File: src/rtl/ball_mover.sv
// Ball position sequencer: on each frame tick, erase the old ball, consult the collision checkers,
// step the ball one STEP per axis and redraw it, handshaking each paint with the pixel drawer.
module ball_mover #(
  parameter int unsigned X_INIT   = 240,
  parameter int unsigned Y_INIT   = 320,
  parameter int unsigned STEP     = 4,
  parameter int unsigned X_MAX    = 479,
  parameter int unsigned Y_MAX    = 639,
  parameter int unsigned CHK_WAIT = 2
) (
  input  logic       clk,
  input  logic       resetn,
  input  logic       frame_tick,
  input  logic [1:0] collision,
  input  logic       draw_ack,
  output logic [9:0] ball_x,
  output logic [9:0] ball_y,
  output logic [1:0] dir,
  output logic       draw_req,
  output logic       erase,
  output logic       busy,
  output logic       overrun
);

  typedef enum logic [2:0] {
    StIdle,
    StErase,
    StCheck,
    StMove,
    StDraw
  } state_e;

  localparam logic [2:0]  ChkLast = 3'(CHK_WAIT - 1);
  localparam logic [10:0] StepW   = 11'(STEP);
  localparam logic [10:0] XMaxW   = 11'(X_MAX);
  localparam logic [10:0] YMaxW   = 11'(Y_MAX);
  localparam logic [9:0]  XInitW  = 10'(X_INIT);
  localparam logic [9:0]  YInitW  = 10'(Y_INIT);

  state_e     state_q, state_d;
  logic [2:0] chk_cnt_q, chk_cnt_d;
  logic [9:0] x_q, x_d;
  logic [9:0] y_q, y_d;
  logic [1:0] dir_q, dir_d;
  logic       overrun_q, overrun_d;
  logic       chk_done;

  // One axis step with saturation at 0 and at the axis maximum.
  function automatic logic [9:0] step_axis(input logic [9:0]  pos,
                                           input logic        neg,
                                           input logic [10:0] max_pos);
    logic [10:0] wide;
    logic [9:0]  res;
    wide = {1'b0, pos};
    if (neg) begin
      if (wide < StepW) begin
        res = 10'd0;
      end else begin
        wide = wide - StepW;
        res  = wide[9:0];
      end
    end else begin
      wide = wide + StepW;
      if (wide > max_pos) begin
        res = max_pos[9:0];
      end else begin
        res = wide[9:0];
      end
    end
    return res;
  endfunction

  assign chk_done = (state_q == StCheck) && (chk_cnt_q == ChkLast);

  // State register
  always_ff @(posedge clk or negedge resetn) begin
    if (!resetn) begin
      state_q <= StIdle;
    end else begin
      state_q <= state_d;
    end
  end

  // Next-state logic
  always_comb begin
    state_d = state_q;
    unique case (state_q)
      StIdle: begin
        if (frame_tick) state_d = StErase;
      end
      StErase: begin
        if (draw_ack) state_d = StCheck;
      end
      StCheck: begin
        if (chk_done) state_d = StMove;
      end
      StMove: begin
        state_d = StDraw;
      end
      StDraw: begin
        if (draw_ack) state_d = StIdle;
      end
      default: begin
        state_d = StIdle;
      end
    endcase
  end

  // Outputs decoded from the registered state so they are glitch-free per cycle
  always_comb begin
    draw_req = 1'b0;
    erase    = 1'b0;
    busy     = 1'b1;
    unique case (state_q)
      StIdle:  busy = 1'b0;
      StErase: begin
        draw_req = 1'b1;
        erase    = 1'b1;
      end
      StCheck: ;
      StMove:  ;
      StDraw:  draw_req = 1'b1;
      default: busy = 1'b0;
    endcase
  end

  // Datapath next-state: counter, direction, position, overrun flag
  always_comb begin
    chk_cnt_d = 3'd0;
    dir_d     = dir_q;
    x_d       = x_q;
    y_d       = y_q;
    overrun_d = overrun_q | (frame_tick & (state_q != StIdle));

    if ((state_q == StCheck) && !chk_done) begin
      chk_cnt_d = chk_cnt_q + 3'd1;
    end

    if (chk_done) begin
      if (collision == 2'b10) begin
        dir_d[0] = ~dir_q[0];
      end else if (collision == 2'b11) begin
        dir_d[1] = ~dir_q[1];
      end
    end

    // Direction was committed when CHECK ended, so MOVE uses the new heading.
    if (state_q == StMove) begin
      x_d = step_axis(x_q, dir_q[0], XMaxW);
      y_d = step_axis(y_q, dir_q[1], YMaxW);
    end
  end

  always_ff @(posedge clk or negedge resetn) begin
    if (!resetn) begin
      chk_cnt_q <= 3'd0;
      dir_q     <= 2'b00;
      x_q       <= XInitW;
      y_q       <= YInitW;
      overrun_q <= 1'b0;
    end else begin
      chk_cnt_q <= chk_cnt_d;
      dir_q     <= dir_d;
      x_q       <= x_d;
      y_q       <= y_d;
      overrun_q <= overrun_d;
    end
  end

  assign ball_x  = x_q;
  assign ball_y  = y_q;
  assign dir     = dir_q;
  assign overrun = overrun_q;

endmodule

File: config.mk
export PLATFORM = sky130hd
export DESIGN_NAME = ball_mover
export DESIGN_NICKNAME = d
export VERILOG_FILES = /design/src/rtl/ball_mover.sv
export SDC_FILE = /design/constraint.sdc
export NUM_CORES = 1
export LEC_CHECK = 0
export CORE_MARGIN = 2
export CORE_UTILIZATION = 50
export CTS_CLUSTER_SIZE = 24
export DETAILED_ROUTE_END_ITERATION = 6
export PLACE_DENSITY = 0.83
export SYNTH_ARGS = -nofsm -noshare
export SYNTH_HDL_FRONTEND = slang
export SYNTH_SLANG_ARGS = --single-unit
File: constraint.sdc
create_clock -name clk -period 3 [get_ports clk]
set_input_delay 0.6 -clock clk [delete_from_list [all_inputs] [get_ports clk]]
set_output_delay 0.6 -clock clk [all_outputs]
set_load 0.05 [all_outputs]
Run 1, placed standard cells:
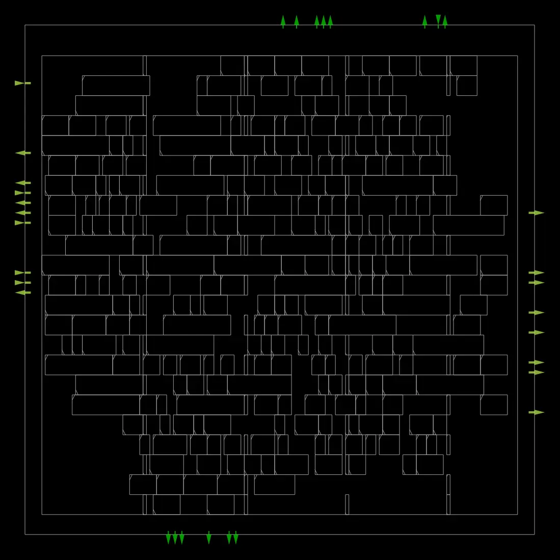
floorplan row count: 23
core utilization of the finished layout: 0.606
Tapcells: 50
Layout fillers: 355
proportion of cell area occupied by registers: 0.278

Run 1, cell area per tile:
(6 px per um) The die is cut into 7 by 7 equal tiles; dark blue is low, red is high, 0 to 100% covered.
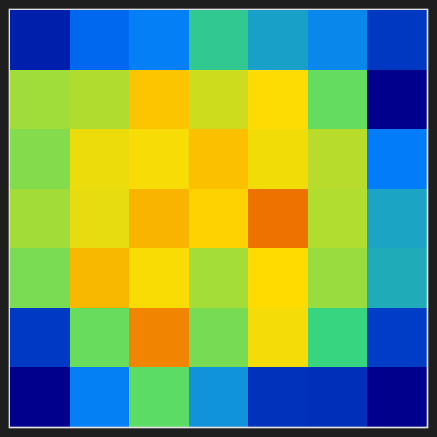
mean over tiles	50%
emptiest ninth of the die	south-east
densest ninth of the die	centre
tiles over 75% full	16%
fullest tile	87%
fraction of the core area occupied by cells at floorplan: 0.528
placeable core area: 0.00406 mm2

Run 1, cells by drive strength:
(6 px per um)
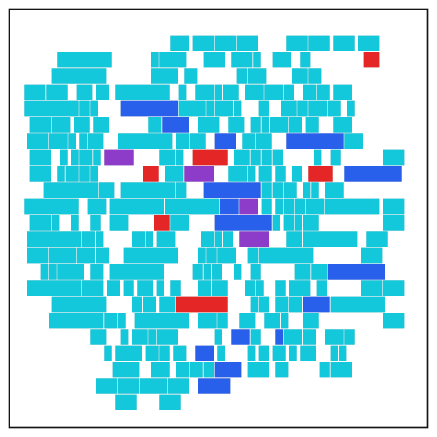
colour	size	cells	share
purple	drive 6 and up	4	1.5%
cyan	drive 1 or less	242	91%
red	drive 3 to 4	6	2.2%
blue	drive 2	15	5.6%
non-clock buffer instance count of the final layout: 34
finished layout cell area: 0.00246 mm2
worst-case setup margin in the final layout: 0.480 ns
area growth from synthesis to final layout: 14.8%

Run 1, I/O nets highlighted:
(6 px per um)
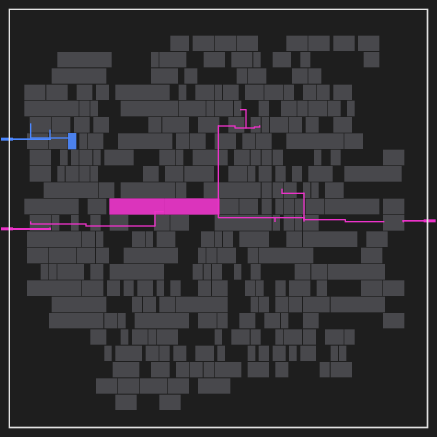
colour	port	direction	end cells	buffers	wire
blue	`draw_req`	output	1	1	16.6 um
magenta	`dir`	output	2	2	100 um
number of input and output port buffers inserted: 31
number of primary I/O pins: 32

==> results_slide.txt, run 1 <==
Flow Results at a Glance

Placed design
  • Post-Place Cell Area: 0.00241 mm2

Global route
  • Grt ovf: 0
  • Busiest layer in global routing: met2
  • Number of global-route vias before repair: 1749
  • Met2 usage in global routing: 0.315

Power and ir drop
  • Maximum vdd ir drop: 1010 uV

Logic synthesis
  • Cell taking the most area after synthesis: sky130_fd_sc_hd__dfrtp_1
  • Top-area cell type share of the netlist area: 0.245
  • Yosys stat cell total: roughly 260
  • Nets at Floorplan: 269
  • Top cells by count, synth: sky130_fd_sc_hd__nor2_1, sky130_fd_sc_hd__dfrtp_1, sky130_fd_sc_hd__buf_2
  • Most area-consuming cells after synthesis: sky130_fd_sc_hd__dfrtp_1, sky130_fd_sc_hd__dfstp_2, sky130_fd_sc_hd__nor2_1

Final layout
  • Number of antenna diodes: 0
  • Net count of the finished layout: between 200 and 300
  • Logic area: 0.00129 mm2
  • Final std cells w/o fill: 317
  • Footprint of the flip-flops and latches: 683 um2

Clocking
  • Worst-case clock buffer depth: 2
  • Source-to-sink clock delay at the later pin of the worst-skew pair: 0.28 ns
  • Count of hold buffers inserted by post-cts repair: 0
  • Post-cts resize count: 0
  • Number of clock buffers inserted by TritonCTS: 3
  • Clock slew at the register clock pins of the worst setup and hold paths: roughly 0.090 ns
  • Root buffer cell: sky130_fd_sc_hd__clkbuf_8

Setup path
  • WP data arrival: approximately 1.9 ns
  • Critical path endpoint category: primary output
  • Endpoint required time on the critical path: 2.40 ns
  • Kind of start point of the critical path: flip-flop

Routing
  • Count of nets left with antenna violations after detail routing: 0
  • Drt initial violations: roughly 300

Run status
  • Result of the run: complete, no violations

STA
  • Worst slew margin: 0.527
  • Final clock period utilization by the worst path: 0.840
  • Final hold slack: approximately 0.47 ns
  • Crit path time final: 2.52 ns
  • Setup repair after global routing missed its margin: false

Flow run
  • Reported max-cap violation count: 0
  • Total tool warning count: 31
-- run 1: where the power goes --
group          switching [uW]  internal, uW
logic                    1140           691
registers                 356           523
clock network             119          97.6
-- run 1: worst paths after layout --
path | startpoint | endpoint | slack [ns] | depth (start not counted)
worst max-delay path | state_q[1] | busy | 0.48 | 3
worst min-delay path | chk_cnt_q[0] | chk_cnt_q[0] | 0.47 | 1
worst max register to register | ball_x[2] | ball_x[4] | 0.87 | 7
worst min register to register | chk_cnt_q[0] | chk_cnt_q[0] | 0.47 | 1
max in group asynchronous | resetn | ball_x[4] | 2.01 | 2
min in group asynchronous | resetn | ball_x[9] | 0.69 | 2
-- run 1: cell families (layout without fill, tap and decap cells) --
group / Yosys count / after routing / synth area share
xor+xnor: 10 / 10 / 0.0409
simple gates: 96 / 96 / 0.256
flops: 27 / 27 / 0.319
fa+ha+maj: 8 / 8 / 0.0467
buf+inv: 36 / 48 / 0.0776
compound gates: 77 / 77 / 0.256
mux: 1 / 1 / 0.00467
-- run 1: critical path, stage by stage (launching register included) --
cell and delay (ns):
sky130_fd_sc_hd__dfrtp_1 0.48, sky130_fd_sc_hd__nor2_1 0.20, sky130_fd_sc_hd__xnor2_1 0.14, sky130_fd_sc_hd__clkdlybuf4s50_1 0.82
-- run 1: registers in the layout, indices dropped and copies added, names as in the netlist --
signal     cells
ball_x         9
chk_cnt_q      3
state_q        3
dir            2
overrun        1
ball_y         9
-- run 1: layout make-up --
type,instances,area share
Timing Repair Buffer,34,0.135
Tap cell,50,0.0254
Sequential cell,27,0.278
Inverter,10,0.0153
Clock inverter,1,0.00356
Multi-Input combinational cell,192,0.526
Clock buffer,3,0.0168
-- run 1: routing by layer --
metal	wire [um]	vias up
li1	-	951
met1	2320	943
met2	2150	51
met3	226	6
met4	47	0
met5	0	-
--- run 2 (diff from run 1) ---
==> constraint.sdc (replaced) <==
create_clock -name clk -period 2.5 [get_ports clk]
set_input_delay 0.5 -clock clk [delete_from_list [all_inputs] [get_ports clk]]
set_output_delay 0.5 -clock clk [all_outputs]
set_load 0.05 [all_outputs]
Run 2, cell area per tile:
(6 px per um) The die is cut into 7 by 7 equal tiles; dark blue is low, red is high, 0 to 100% covered.
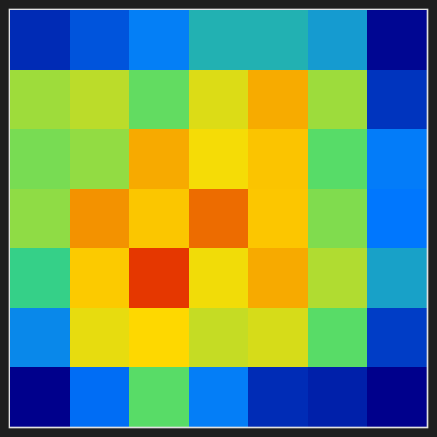
tiles over 75% full	22%
nearly empty tiles	6.1%
densest ninth of the die	centre
mean over tiles	50%
fullest tile	94%
core utilization of the finished layout: 0.609

Run 2, I/O nets highlighted:
(6 px per um)
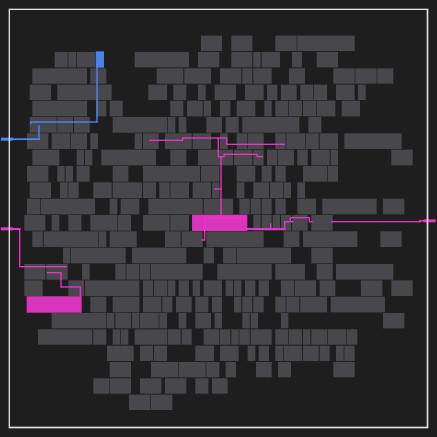
colour	port	direction	end cells	buffers	wire
magenta	`dir`	output	2	2	116 um
blue	`draw_req`	output	1	1	27.5 um

Run 2, the metal 1 layer:
(8 px per um) Supply wires on this layer in grey. Cells faint in the background.
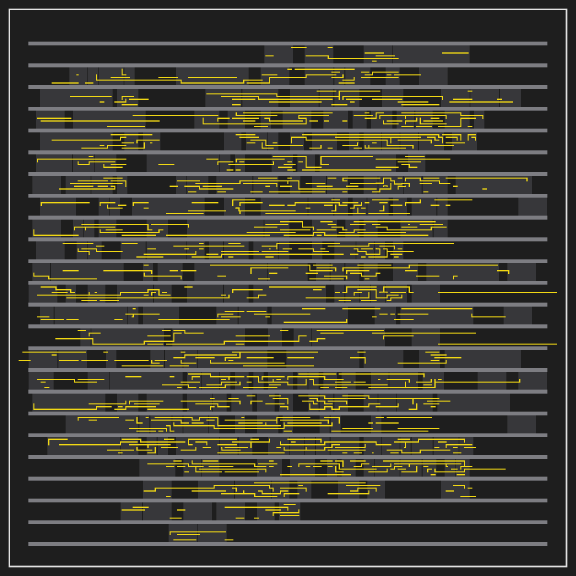
nets with wire on the layer	250
longest straight run	20.2 um
routed wire length: 4790 um
met1 Use GR: 0.291
via count: 1996

==> run 2 against run 1 <==
Effect of this change: core utilization grew 0.28 points; cell area grew 0.46%; worst setup slack lost 0.35 ns; non-clock buffer count grew 1; combinational power grew 22%; area after synthesis is the same; synthesized cell count is the same; cell count grew 0.32%; first-iteration DRC count shrank 39%; routed wire length grew 0.97%; sequential power grew about 20%; highest routed layer unchanged.
==> results_slide.txt, run 2 <==
Flow Results at a Glance

Power and ir drop
  • Relative contribution of sequential cells to total power: 0.292
  • Pwr top: combinational cells
  • Comb pwr share: 0.635
  • Int Pwr: 1580 uW
  • Clock network power share: 0.072
  • Power in combinational cells: 2240 uW

Clocking
  • Worst-case clock buffer depth: 2
  • Clock slew at the register clock pins of the worst setup and hold paths: around 0.1 ns
  • Root buffer cell: sky130_fd_sc_hd__clkbuf_8
  • Number of clock buffers inserted by TritonCTS: 3

STA
  • Worst-case setup margin in the final layout: 0.133 ns
  • Final clock period utilization by the worst path: 0.947
  • Setup repair after global routing missed its margin: false

Final layout
  • Net count of the finished layout: approximately 280
  • Area growth from synthesis to final layout: 15.3%
  • Finished layout cell area: 0.00247 mm2

Logic synthesis
  • Yosys stat cell total: 255
  • Simple Share, Synth: 0.256
  • Cell taking the most area after synthesis: sky130_fd_sc_hd__dfrtp_1
  • Nets at Floorplan: 269
  • Top-area cell type share of the netlist area: 0.245

Placed design
  • Number of input and output port buffers inserted: 31
  • Post-Place Cell Area: 0.00242 mm2

Global route
  • Number of global-route vias before repair: 1749

Flow run
  • Reported max-cap violation count: 0

Run status
  • Result of the run: complete, no violations

Setup path
  • Crit path max-delay family: buffers and inverters
  • Critical Path, Cell by Cell: clkdlybuf4s50_1

Floorplanning
  • Fraction of the core area occupied by cells at floorplan: 0.528
==> run 2: cell counts after synthesis <==
No cell type changed its count.
==> run 2: area by class of cell <==
type | instances | area, um2 | share of cell area
well taps | 50 | 62.6 | 0.0253
clock inverters | 1 | 7.51 | 0.00304
repair buffers | 35 | 345 | 0.140
clock buffers | 3 | 41.3 | 0.0167
multi-input cells | 192 | 1290 | 0.524
flip-flops and latches | 27 | 683 | 0.276
inverters | 10 | 37.5 | 0.0152
==> run 2: worst register-to-register path, stage by stage, from the launching register on <==
cell and delay [ns]:
sky130_fd_sc_hd__dfrtp_1 0.48, sky130_fd_sc_hd__inv_1 0.18, sky130_fd_sc_hd__ha_1 0.21, sky130_fd_sc_hd__or3b_1 0.51, sky130_fd_sc_hd__o21ai_4 0.28, sky130_fd_sc_hd__nor3b_1 0.10
sky130_fd_sc_hd__a211oi_2 0.15, sky130_fd_sc_hd__a31oi_1 0.10
==> run 2: final timing paths <==
kind / startpoint / end / slack [ns] / cells past startpoint
max: ball_x[6] / ball_x[6] / 0.13 / 1
min: chk_cnt_q[0] / chk_cnt_q[0] / 0.48 / 1
max reg2reg: ball_x[2] / ball_x[4] / 0.39 / 7
min reg2reg: chk_cnt_q[0] / chk_cnt_q[0] / 0.48 / 1
max in group asynchronous: resetn / ball_x[4] / 1.61 / 2
min in group asynchronous: resetn / ball_x[9] / 0.58 / 2
==> run 2: per-layer routing <==
| metal | part of all wire | wire, um |
|---|---|---|
| met1 | 0.47 | 2250 |
| met2 | 0.47 | 2270 |
| met3 | 0.053 | 254 |
| met4 | 0.0052 | 25 |
| met5 | 0 | 0 |
--- run 3 (diff from run 2) ---
--- a/config.mk
+++ b/config.mk
@@ -10,6 +10,7 @@
 export CTS_CLUSTER_SIZE = 24
 export DETAILED_ROUTE_END_ITERATION = 6
 export PLACE_DENSITY = 0.83
+export SKIP_LAST_GASP = 1
 export SYNTH_ARGS = -nofsm -noshare
 export SYNTH_HDL_FRONTEND = slang
 export SYNTH_SLANG_ARGS = --single-unit
Run 3, cells by drive strength:
(6 px per um)
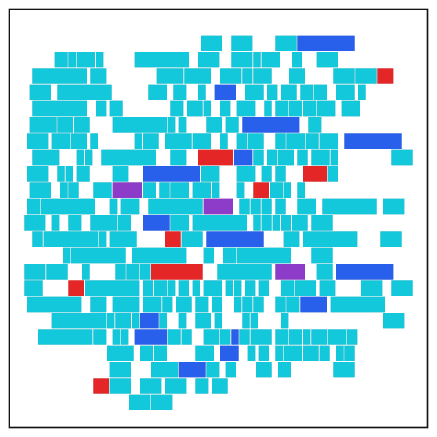
colour	size	cells	share
cyan	drive 1 or less	242	90%
blue	drive 2	15	5.6%
purple	drive 6 and up	3	1.1%
red	drive 3 to 4	8	3.0%
finished layout cell area: 0.00247 mm2
non-clock buffer instance count of the final layout: 35
worst-case setup margin in the final layout: 0.133 ns

Run 3, I/O nets highlighted:
(6 px per um)
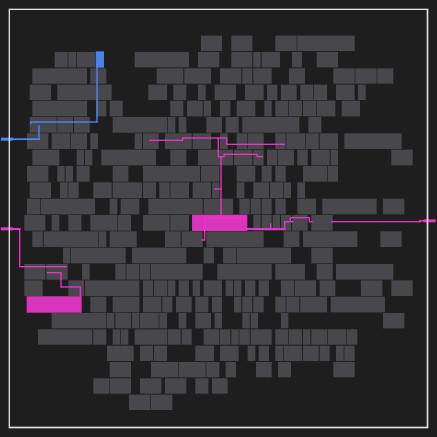
colour	port	direction	end cells	buffers	wire
magenta	`dir`	output	2	2	116 um
blue	`draw_req`	output	1	1	27.5 um

Run 3, placed standard cells:
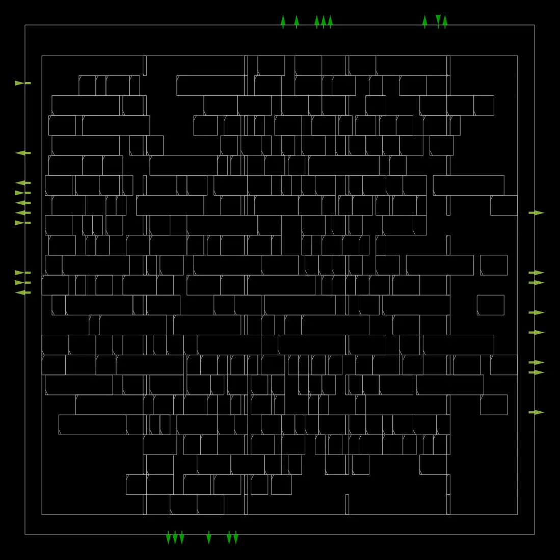
Layout fillers: 371
proportion of cell area occupied by registers: 0.276
sequential cells: 27
final std cells w/o fill: 318

==> run 3 against run 2 <==
Effect of this change: cell area is the same; flip-flop count is the same; register-to-register slack about the same; global-route usage stayed put; synthesized cell count did not move; area after synthesis is the same; total power did not move; die area unchanged; fmax unchanged; largest cell class unchanged; highest routed layer unchanged.
==> results_slide.txt, run 3 <==
Flow Results at a Glance

Run status
  • Result of the run: complete, no violations

Clocking
  • Root buffer cell: sky130_fd_sc_hd__clkbuf_8
  • Worst-case clock buffer depth: 2
  • Number of clock buffers inserted by TritonCTS: 3
  • Source-to-sink clock delay at the later pin of the worst-skew pair: 0.28 ns

Power and ir drop
  • Total net switching power: 1940 uW
  • Maximum vdd ir drop: 945 uV
  • Comb pwr share: 0.635
  • Relative contribution of sequential cells to total power: 0.292

Setup path
  • Capturing instance or port of the critical path: ball_x[6]
  • Worst-case reg-to-reg path depth: 7
  • Setup slack of the most critical reg-to-reg path: 0.39 ns
  • FF-to-FF Start: ball_x[2]
  • WP data arrival: 1.87 ns
  • Critical Path, Cell by Cell: clkdlybuf4s50_1
  • Endpoint required time on the critical path: 2.00 ns
  • Crit path max-delay family: buffers and inverters
  • Kind of start point of the critical path: flip-flop
  • CP Depth: 1
  • Startpoint of the most critical setup path: ball_x[6]
  • Endpoint of the most critical register-to-register path: ball_x[4]

Routing
  • Routed wire length: 4790 um
  • Drt initial violations: 180

Floorplanning
  • Number of primary I/O pins: 32
  • Fraction of the core area occupied by cells at floorplan: 0.528
  • Placeable core area: 0.00406 mm2

Logic synthesis
  • Cell taking the most area after synthesis: sky130_fd_sc_hd__dfrtp_1
  • Most area-consuming cells after synthesis: sky130_fd_sc_hd__dfrtp_1, sky130_fd_sc_hd__dfstp_2, sky130_fd_sc_hd__nor2_1
  • Nets at Floorplan: 269
  • Top cells by count, synth: sky130_fd_sc_hd__nor2_1, sky130_fd_sc_hd__dfrtp_1, sky130_fd_sc_hd__buf_2
  • Yosys stat cell total: 255

Flow run
  • Total tool warning count: 31

Final layout
  • Core utilization of the finished layout: 0.609
  • Area growth from synthesis to final layout: 15.3%
  • Net count of the finished layout: 283

Placed design
  • Number of input and output port buffers inserted: 31

STA
  • Final clock period utilization by the worst path: 0.947
  • Final hold slack: 0.476 ns
run 3: cell counts in the layout (fill, tap and decap cells not counted):
No cell type changed its count.
run 3: metal layers:
layer / GRT usage / up-vias / share of wire
li1: - / 965 / -
met1: 0.291 / 952 / 0.47
met2: 0.321 / 77 / 0.47
met3: 0.0392 / 2 / 0.053
met4: 0.0392 / 0 / 0.0052
met5: 0 / - / 0
run 3: power groups by stage:
stage          logic (uW)  clock network [uW]  registers, uW
2_1_floorplan        1470                   0           1220
3_3_place_gp         2190                   0           1020
3_5_place_dp         2220                   0           1030
4_1_cts              2240                 264           1020
5_1_grt              2410                 279           1080
6_report             2240                 255           1030
run 3: area by class of cell:
type	count	area, um2
fillers	371	1590
multi-input cells	192	1290
well taps	50	62.6
flip-flops and latches	27	683
clock buffers	3	41.3
repair buffers	35	345
inverters	10	37.5
clock inverters	1	7.51
run 3: cell families after synthesis:
kind of cell / Yosys count / synth area share
flip-flops: 27 / 0.319
multiplexers: 1 / 0.00467
buffers and inverters: 36 / 0.0776
AND-OR/OR-AND: 77 / 0.256
adder cells (fa/ha/maj): 8 / 0.0467
AND/OR/NAND/NOR: 96 / 0.256
XOR/XNOR: 10 / 0.0409
run 3: how the worst min path moves through the flow:
stage | startpoint | end | slack (ns) | cells after the start
final | chk_cnt_q[0] | chk_cnt_q[0] | 0.48 | 1
after global routing | overrun | overrun | 0.51 | 1
after CTS | chk_cnt_q[0] | chk_cnt_q[0] | 0.48 | 1
after detailed placement | overrun | overrun | 0.46 | 1
after global placement | overrun | overrun | 0.46 | 1
after floorplan | resetn | ball_x[0] | 0.20 | 0
run 3: what timing repair did:
action,4_1_cts,5_1_grt
resized,0,2
setup endpoints to repair,0,2
setup buffers,0,0
No activity file was given, so power comes from the tool's default toggle rates.
